## src/rtl/fetch_stage_if.sv

```systemverilog
// fetch_stage_if: decode/hazard/CP0/imem signals seen by the fetch stage.
interface fetch_stage_if;
  logic        stall;
  logic        ifExc;
  logic [31:0] epc;
  logic [31:0] pcNext_If;
  logic        ifBranchOrJump_If;
  logic        ifEret_If;
  logic        ifBd_Id;
  logic [31:0] imRd;
  logic [31:0] imAddr;
  logic [31:0] pc_IfId;
  logic [31:0] instr_IfId;
  logic [4:0]  excCode_IfId;
  logic        ifBd_IfId;
  logic        reset_IfId;
  modport master (
    output stall, ifExc, epc, pcNext_If, ifBranchOrJump_If, ifEret_If, ifBd_Id, imRd,
    input  imAddr, pc_IfId, instr_IfId, excCode_IfId, ifBd_IfId, reset_IfId
  );
  modport slave (
    input  stall, ifExc, epc, pcNext_If, ifBranchOrJump_If, ifEret_If, ifBd_Id, imRd,
    output imAddr, pc_IfId, instr_IfId, excCode_IfId, ifBd_IfId, reset_IfId
  );
endinterface

```

## src/rtl/fetch_stage.sv

```systemverilog
// fetch_stage: PC register, next-PC selection, fetch AdEL detection and IfId register.
module fetch_stage #(
  parameter logic [31:0] PC_RESET  = 32'h0000_3000,
  parameter logic [31:0] EXC_ENTRY = 32'h0000_4180,
  parameter logic [31:0] IM_LO     = 32'h0000_3000,
  parameter logic [31:0] IM_HI     = 32'h0000_6FFC,
  parameter logic [4:0]  EXC_ADEL  = 5'd4
) (
  input logic          clk,
  input logic          reset,
  fetch_stage_if.slave f
);
  logic [31:0] pc_q, pc_d, pc_ifid_q, pc_ifid_d, instr_q, instr_d;
  logic [4:0]  exc_q, exc_d;
  logic        bd_q, bd_d, rst_ifid_q, adel, hold, bubble;
  always_comb begin
    adel      = pc_q[1:0] != 2'b00 || pc_q < IM_LO || pc_q > IM_HI;
    hold      = f.stall && !f.ifExc;
    bubble    = f.ifExc || (!f.stall && f.ifEret_If);
    pc_d      = f.ifExc ? EXC_ENTRY : hold ? pc_q : f.ifEret_If ? f.epc :
                f.ifBranchOrJump_If ? f.pcNext_If : pc_q + 32'd4;
    // a bubble carries the redirect target so a later interrupt gets the right EPC
    pc_ifid_d = hold ? pc_ifid_q : bubble ? pc_d : pc_q;
    instr_d   = hold ? instr_q : (bubble || adel) ? 32'd0 : f.imRd;
    exc_d     = hold ? exc_q : (!bubble && adel) ? EXC_ADEL : 5'd0;
    bd_d      = hold ? bd_q : !bubble && f.ifBd_Id;
  end
  always_ff @(posedge clk) begin
    rst_ifid_q <= reset;
    if (reset) begin
      pc_q      <= PC_RESET;
      pc_ifid_q <= PC_RESET;
      instr_q   <= 32'd0;
      exc_q     <= 5'd0;
      bd_q      <= 1'b0;
    end else begin
      pc_q      <= pc_d;
      pc_ifid_q <= pc_ifid_d;
      instr_q   <= instr_d;
      exc_q     <= exc_d;
      bd_q      <= bd_d;
    end
  end
  assign f.imAddr       = pc_q;
  assign f.pc_IfId      = pc_ifid_q;
  assign f.instr_IfId   = instr_q;
  assign f.excCode_IfId = exc_q;
  assign f.ifBd_IfId    = bd_q;
  assign f.reset_IfId   = rst_ifid_q;
endmodule

```

## src/flat_wrapper.sv

```systemverilog
// flat-port wrapper written by rule: the top's interface ports become plain ports
module fetch_stage_flat 
#(
  parameter logic [31:0] PC_RESET  = 32'h0000_3000,
  parameter logic [31:0] EXC_ENTRY = 32'h0000_4180,
  parameter logic [31:0] IM_LO     = 32'h0000_3000,
  parameter logic [31:0] IM_HI     = 32'h0000_6FFC,
  parameter logic [4:0]  EXC_ADEL  = 5'd4
)
  (clk, reset, f_stall, f_ifExc, f_epc, f_pcNext_If, f_ifBranchOrJump_If, f_ifEret_If, f_ifBd_Id, f_imRd, f_imAddr, f_pc_IfId, f_instr_IfId, f_excCode_IfId, f_ifBd_IfId, f_reset_IfId);
  fetch_stage_if f_i ();
  input logic clk;
  input logic reset;
  input wire logic [$bits(f_i.stall)-1:0] f_stall;
  input wire logic [$bits(f_i.ifExc)-1:0] f_ifExc;
  input wire logic [$bits(f_i.epc)-1:0] f_epc;
  input wire logic [$bits(f_i.pcNext_If)-1:0] f_pcNext_If;
  input wire logic [$bits(f_i.ifBranchOrJump_If)-1:0] f_ifBranchOrJump_If;
  input wire logic [$bits(f_i.ifEret_If)-1:0] f_ifEret_If;
  input wire logic [$bits(f_i.ifBd_Id)-1:0] f_ifBd_Id;
  input wire logic [$bits(f_i.imRd)-1:0] f_imRd;
  output wire logic [$bits(f_i.imAddr)-1:0] f_imAddr;
  output wire logic [$bits(f_i.pc_IfId)-1:0] f_pc_IfId;
  output wire logic [$bits(f_i.instr_IfId)-1:0] f_instr_IfId;
  output wire logic [$bits(f_i.excCode_IfId)-1:0] f_excCode_IfId;
  output wire logic [$bits(f_i.ifBd_IfId)-1:0] f_ifBd_IfId;
  output wire logic [$bits(f_i.reset_IfId)-1:0] f_reset_IfId;
  assign f_i.stall = f_stall;
  assign f_i.ifExc = f_ifExc;
  assign f_i.epc = f_epc;
  assign f_i.pcNext_If = f_pcNext_If;
  assign f_i.ifBranchOrJump_If = f_ifBranchOrJump_If;
  assign f_i.ifEret_If = f_ifEret_If;
  assign f_i.ifBd_Id = f_ifBd_Id;
  assign f_i.imRd = f_imRd;
  assign f_imAddr = f_i.imAddr;
  assign f_pc_IfId = f_i.pc_IfId;
  assign f_instr_IfId = f_i.instr_IfId;
  assign f_excCode_IfId = f_i.excCode_IfId;
  assign f_ifBd_IfId = f_i.ifBd_IfId;
  assign f_reset_IfId = f_i.reset_IfId;
  fetch_stage #(.PC_RESET(PC_RESET), .EXC_ENTRY(EXC_ENTRY), .IM_LO(IM_LO), .IM_HI(IM_HI), .EXC_ADEL(EXC_ADEL)) u_core (.clk(clk), .reset(reset), .f(f_i));
endmodule
```

## config.mk

```make
export PLATFORM = sky130hd
export DESIGN_NAME = fetch_stage_flat
export DESIGN_NICKNAME = d
export VERILOG_FILES = /design/src/rtl/fetch_stage_if.sv /design/src/rtl/fetch_stage.sv /design/src/flat_wrapper.sv
export SDC_FILE = /design/constraint.sdc
export NUM_CORES = 1
export LEC_CHECK = 0
export ABC_AREA = 0
export ABC_CLOCK_PERIOD_IN_PS = 1900
export CORE_MARGIN = 4
export CORE_UTILIZATION = 39
export DETAILED_ROUTE_END_ITERATION = 10
export GPL_ROUTABILITY_DRIVEN = 0
export PLACE_DENSITY_LB_ADDON = 0.12
export SYNTH_ARGS = -nofsm -noshare
export SYNTH_HDL_FRONTEND = slang
export SYNTH_SLANG_ARGS = --single-unit
```

## constraint.sdc

```tcl
create_clock -name clk -period 1.9 [get_ports clk]
set_input_delay 0.38 -clock clk [delete_from_list [all_inputs] [get_ports clk]]
set_output_delay 0.38 -clock clk [all_outputs]
set_load 0.1 [all_outputs]
```

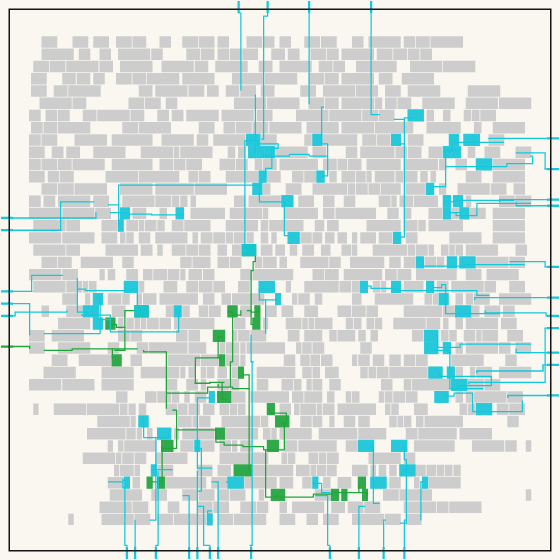
Fig. 1. I/O nets highlighted.
legend:
  f_epc:
    color: cyan
    direction: input
    edge: 12 bottom, 11 right, 5 left, 4 top
    end_cells: 65
    wire: 1190 um
  f_ifBranchOrJump_If:
    color: green
    direction: input
    edge: left
    end_cells: 25
    wire: 282 um
IO buf count: 201
total I/O pin count: 206

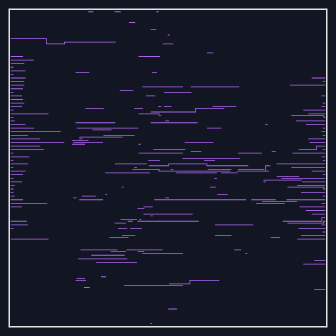
Fig. 2. Metal 3.
main direction: horizontal
longest straight run: 34.5 um
share of all routed wire: 7.8%
wire length on this layer: 1480 um
nets with wire on the layer: 164

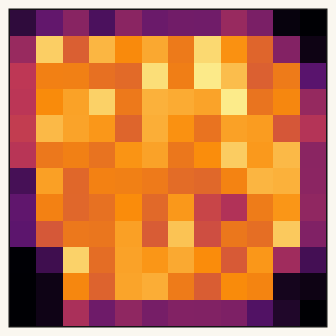
Fig. 3. Placement density heat map.
12 x 12 tiles, from black (low) to pale yellow (high), 0 to 100% covered.
tiles over 75% full: 31%
mean over tiles: 58%
nearly empty tiles: 3.5%
fullest tile: 96%
Final Util: 0.701
FP Core Util: 0.402

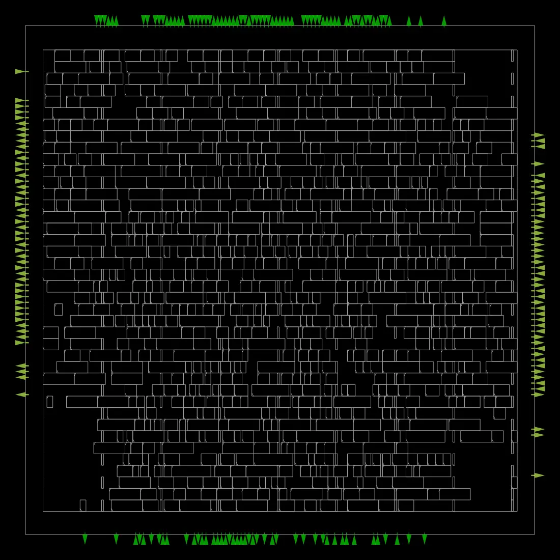
Fig. 4. Cell placement.
final std cells w/o fill: 999
# fillers: 933
Core Area: 12200 um^2

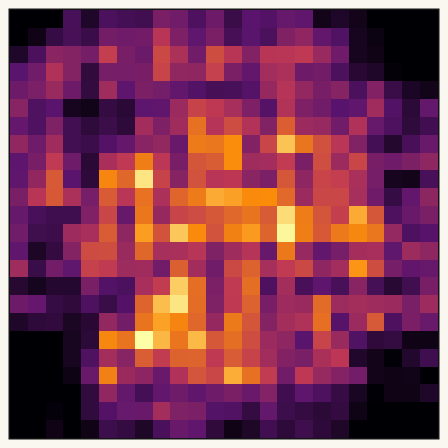
Fig. 5. Wiring heat map.
24 x 24 tiles, from black (low) to pale yellow (high), scaled to the fullest tile. Values are wire area over tile area, all layers added.
densest ninth of the die: middle
tiles over half the peak: 23%
mean over tiles: 0.22
Vias: 5666
gr usage total: 0.258

==> stage by stage <==
| stage | hold slack (ns) | TNS (ns) |
|---|---|---|
| 6_report | 0.489 | 0 |
| 5_1_grt | 0.501 | -0.00357 |
| 4_1_cts | 0.487 | 0 |
| 3_5_place_dp | 0.467 | -25.71 |
| 3_3_place_gp | 0.464 | -21.16 |
| 2_1_floorplan | 0.408 | -0.852 |
==> cells in the mapped netlist, types with 3 or more instances <==
library cell	count
dfxtp_1	99
o21ai_0	50
a21oi_1	44
nor2_1	43
clkbuf_1	36
nand2_1	35
a22o_1	32
a221oi_1	18
mux2i_1	15
nand3_1	15
nor3_1	15
o22ai_1	15
nor4_1	13
xnor2_1	12
inv_1	11
a211oi_1	10
a22oi_1	10
a31oi_1	7
buf_4	7
buf_6	7
xor2_1	6
and3_1	5
nand2b_1	5
nand4_1	5
buf_1	4
buf_2	4
or2_2	4
o32ai_1	3
==> metal layers <==
metal / vias to the layer above / global-route usage / wire length (um)
met5: - / 0 / 0
met4: 0 / 0.121 / 631
met3: 48 / 0.0537 / 1480
met2: 286 / 0.397 / 8750
met1: 2683 / 0.346 / 8180
li1: 2649 / - / -
==> cells in the final DEF (no fill, tap or decap), types with 4 or more instances in the layout <==
cell type	instances
nor2_1	41
dfxtp_2	10
o21ai_0	49
inv_1	11
dfxtp_4	21
a221oi_1	17
nor4_4	4
a22o_1	32
dfxtp_1	68
nand4_1	5
a21oi_1	44
nand2b_1	4
clkbuf_16	10
inv_6	4
nand3_1	13
xor2_1	6
a211oi_1	10
a22oi_1	10
buf_4	139
o22ai_1	15
mux2i_1	15
nand2_1	35
a31oi_1	7
nor4_1	9
and3_1	5
xnor2_1	12
conb_1	4
buf_12	56
nor3_1	13
clkdlybuf4s50_1	101
==> cells by family after synthesis <==
| family | Yosys count |
|---|---|
| AOI/OAI and AO/OA | 214 |
| adders and majority gates | 1 |
| muxes | 16 |
| xor gates and xnor gates | 18 |
| buffers and inverters | 71 |
| DFF | 99 |
| and+or+nand+nor | 154 |
| other | 1 |
==> power by group through the flow <==
stage | Sequential (uW) | Clock [uW] | Combinational (uW)
2_1_floorplan | 2740 | 0 | 408
3_3_place_gp | 2250 | 0 | 1620
3_5_place_dp | 2250 | 0 | 1640
4_1_cts | 2210 | 1940 | 1650
5_1_grt | 2220 | 2000 | 1730
6_report | 2210 | 1910 | 1660
==> timing repair <==
item                                    in CTS  in global routing
gates cloned                                 0                  0
endpoints found under the setup margin      33                 10
gates resized                                2                  6
==> final cells by class <==
class,instances,area share
repair buffers,298,0.374
flip-flops and latches,99,0.243
well taps,168,0.0246
clock buffers,11,0.0309
multi-input cells,407,0.317
inverters,11,0.00484
clock inverters,5,0.00543
==> path summary, 6_finish.rpt <==
check                         start                      to  slack (ns)
max              u_core.f.imAddr[3]     u_core.f.imAddr[26]        0.09
min          u_core.f.instr_IfId[2]  u_core.f.instr_IfId[2]        0.49
max reg2reg      u_core.f.imAddr[3]     u_core.f.imAddr[26]        0.09
min reg2reg  u_core.f.instr_IfId[2]  u_core.f.instr_IfId[2]        0.49
==> run summary <==
flow finished, numbers: Final min period about 1.8 ns, Post CTS Setup Buffer Count 0, drt pass-1 iters 5, Layout area overhead 74.4%, Post-DP Area 8180 um^2, layout cells sized above 1 0.327, Least-Margin Pin Slew between 0.7 and 0.8 ns, final instance area about 8500 um^2, Starting DRT DRC Count 537, fin crit share 0.954, Post-DRT Antenna Nets 0, r2r worst-path depth 6, Fmax approximately 0.55 GHz, hold buffers post-CTS 0, Worst path depth 6, Top logic family AND-OR/OR-AND gates, Synth Seq Share 0.405, clk ins delay skew pair 0.36 ns, Gate power share 0.287, logic area about 2700 um^2, die width approximately 120 um, worst path cell trace ha_4 > nand4_1 > or2_4 > o41a_1 > o21ai_1 > a21oi_1, H-tree levels 3, Setup crit end kind register, site row count 40, GRT Residual Overflow 0, Synth area leaders dfxtp_1 41%, a22o_1 5.7%, o21ai_0 5.1%, AO/OA Area Share 0.296, Avg Inst Size Synth 8.52 um^2, Largest stage delay, worst path 0.42 ns, Basic Gates by Area 0.158, Die ar. ~14000 um^2, Synth Flop Type dfxtp_1, fin nets a little over 900, Worst IR Drop VDD 0.500 mV, Top-area cell share 0.405, final slew viol count 0, unrepaired setup endpoints after global routing yes, slew margin rel. 0.509, vias in the first global route 5639, Final Power 5780 uW, pin count of the biggest net entering global routing 41, FF+latch area between 2000 and 2500 um^2, part of the power in the clock network 0.331, hold depth 1, Vias per Instance 5.67, Sw Share 0.336, number of distinct library cells after synthesis 59, switching power a little under 2000 uW, Die H 120 um, Hold Crit Class register to register, Critical Path RT 2.12 ns, TritonCTS clock tree built, # DRC 0, yosys adder share 0.00256, area fraction in mux cells 0.0330, HPWL after detailed placement ~15 mm, Final Setup Violations 0, worst path bufs/invs 0, max_cap viols 0, worst slack at placement -0.529 ns, PD cells slightly below 700 nW/um^2, CP delay by family, top AND-OR/OR-AND gates, Post-synth regs 99, total tool warning count 28, Mapped Cells 574, crit path launch type register, P_int 3830 uW, TritonCTS Sinks 99, worst-path fanout max 12, number of enable flip-flop cells 0, XOR Share, Synth 0.0322, Synth Cell Area roughly 4900 um^2, ys cells between 500 and 600, clk slew on worst S/H paths 0.07 ns, first-pass GRT wire length 29.8 mm, ys async rst share 0, Yosys Warn Count 0, number of antenna repair diodes 0, clk_skew 0.00921 ns, Avg WL per Cell approximately 19 um, Crit-path slowest cell o41a_1, final wirelength 19.0 mm, outcome finished clean, total CTS buffers 9, final worst-path setup slack 0.0883 ns, yosys stat area 4890 um^2, initial antenna violation count 0, Seq pwr share 0.383, worst path arrival time 2.04 ns, Crit Path Category register to register, Final Hold Fails 0, root buffer cell clkbuf_16, DP Cell Count around 980, Clock Path Buffers 2, leakage 0.00341 uW, dominant cell type by area after synthesis dfxtp_1
No activity file was given, so power comes from the tool's default toggle rates.
